Fig. 1: cell sizes after repair
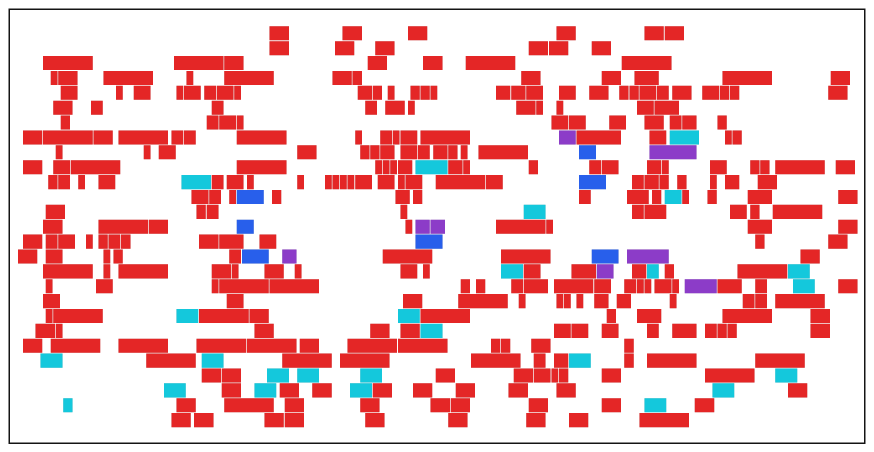
Fig. 2: routed clock nets over the placement
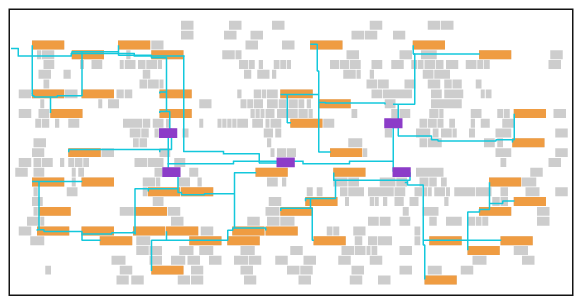
Fig. 3: placement by cell class
Bar = 50 um.
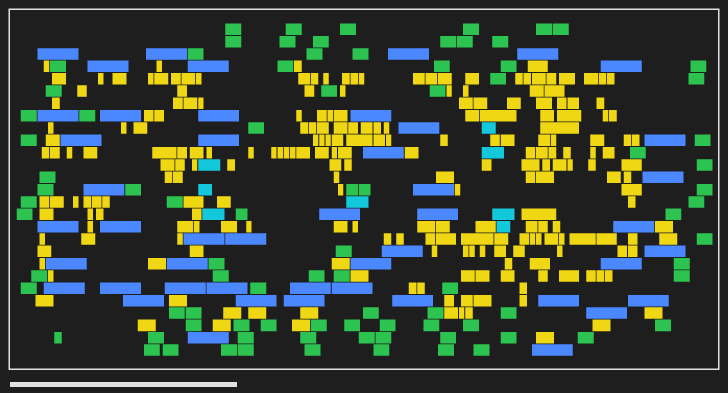
Fig. 4: clock routing
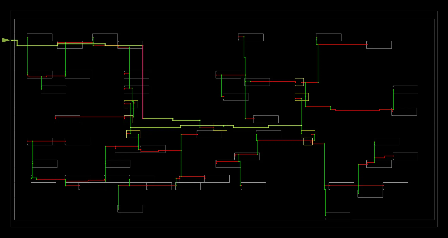
Fig. 5: M1 wires
Supply wires on this layer in grey.
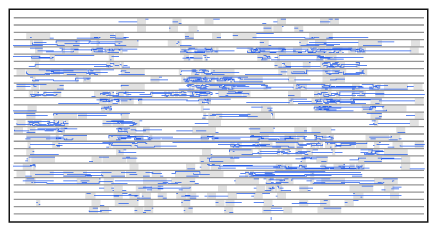
Design instr_sequencer, sky130hd; sources not shown.
==> out/metrics.sh <==
SYNTH_TOP_CELL_BY_AREA='sky130_fd_sc_hd__dfrtp_1'
GRT_START_MAX_NET_PINS=29
WL_PER_CELL_UM=14.75
FMAX_GHz=0.3694
ANT_NETS=0
ASYNC_FLOP_SHARE_PCT=100.0
WORST_SETUP_PATH_END_KIND='flop'
CRITICAL_PATH.CELL_CHAIN='nand2b_1 -> ha_1 -> inv_1 -> fa_1 -> nand2b_1 -> a21o_1 -> o2bb2ai_2 -> xnor3_1 -> or2_4 -> o31a_1'
STATUS='completed'
REG2REGPATHDEPTH=10
POST_CTS_RESIZED=0
AREA.SHARE.COMBINATIONAL_PCT=40.72
LARGESTPOWERGROUP='combinational logic'
MAX-CLOCK-PATH-BUFFERS=2
RSZ_0062_RAISED_AFTER_GLOBAL_ROUTING='no'
POST_SYNTH_AO_OA_AREA_FRACTION_PCT=12.77
DRIVE_ABOVE_1_SHARE_PCT=10.75
PERIOD_MINUS_SLACK_NS=2.707
R2R_SETUP_SLACK_NS=0.49
NUMPORTBUFFERS=84
SYNTHESIS_WARNINGS=0
DR.FIRST_ITER.DRC_COUNT=80
XOR_SHARE_PCT=10.20
CTSROOTBUFFERMASTER='sky130_fd_sc_hd__clkbuf_8'
WORST-PATH-MAX-FANOUT=9
YS_TYPES=51
GRT_REMAINING_OVERFLOW=0
PLACE_INST=523
TRACK_USAGE_PCT=13.55
WORST_PATH_LARGEST_CELL_DELAY_NS=0.49
## Picture notes: Fig. 1
red -> _0 and _1 cells  # cells 332
blue -> _6 and larger  # cells 7
purple -> _3 and _4 cells  # cells 8
cyan -> _2 cells  # cells 25
final setup margin: 0.4928 ns
Layout Area Growth over Synthesis: 34.43%
Buffers excl. clock: 87
final cell area excluding filler cells: 3991 sq um

## Picture notes: Fig. 2
purple -> clock drivers  # count 5
cyan -> clock wires  # length 832 um
orange -> flip-flops  # count 47
routed clock nets = 6
flops lie = all over the die
source-to-sink clock delay at the later pin of the worst-skew pair: 0.31 ns
share of total power in the clock network: 11.8%

## Picture notes: Fig. 3
yellow -> combinational and other logic  # cells 230, share of their area 44%
blue -> sequential cells  # cells 47, share of their area 31%
cyan -> clock drivers and dummy loads  # cells 8, share of their area 2.5%
green -> remaining buffers and delay cells  # cells 87, share of their area 23%
core area: 11280 sq um
total number of placement rows: 27
sequential fraction of total cell area: 29.47%

## Picture notes: Fig. 4
Clock buffer cells: 5
sequential cell count: 47

## Picture notes: Fig. 5
share of all routed wire = 49%
wire length on this layer = 3840 um
longest straight run = 41.4 um
main direction = horizontal
nets with wire on the layer = 373
total vias in the final route: 2420
sum of routed wire length over all layers: 7834 um
met1 track demand over resource in global routing: 18.30%

==> cell usage in the layout, fill, tap and decap left out, types with 10 or more instances in the layout <==
cell type,count
sky130_fd_sc_hd__clkdlybuf4s50_1,83
sky130_fd_sc_hd__o21ai_0,14
sky130_fd_sc_hd__mux2_2,19
sky130_fd_sc_hd__nand3_1,16
sky130_fd_sc_hd__xnor2_1,12
sky130_fd_sc_hd__dfrtp_1,47
sky130_fd_sc_hd__nand2_1,19
sky130_fd_sc_hd__xor2_1,20
sky130_fd_sc_hd__ha_1,10
sky130_fd_sc_hd__nor2_1,26
==> metal layers <==
metal,vias up,wire length [um],global-route usage [%]
met4,0,26,2.353
met3,2,336,3.821
met5,-,0,0
li1,1200,-,-
met1,1178,3835,18.30
met2,40,3635,21.74
Power and IR drop assume default switching activity.
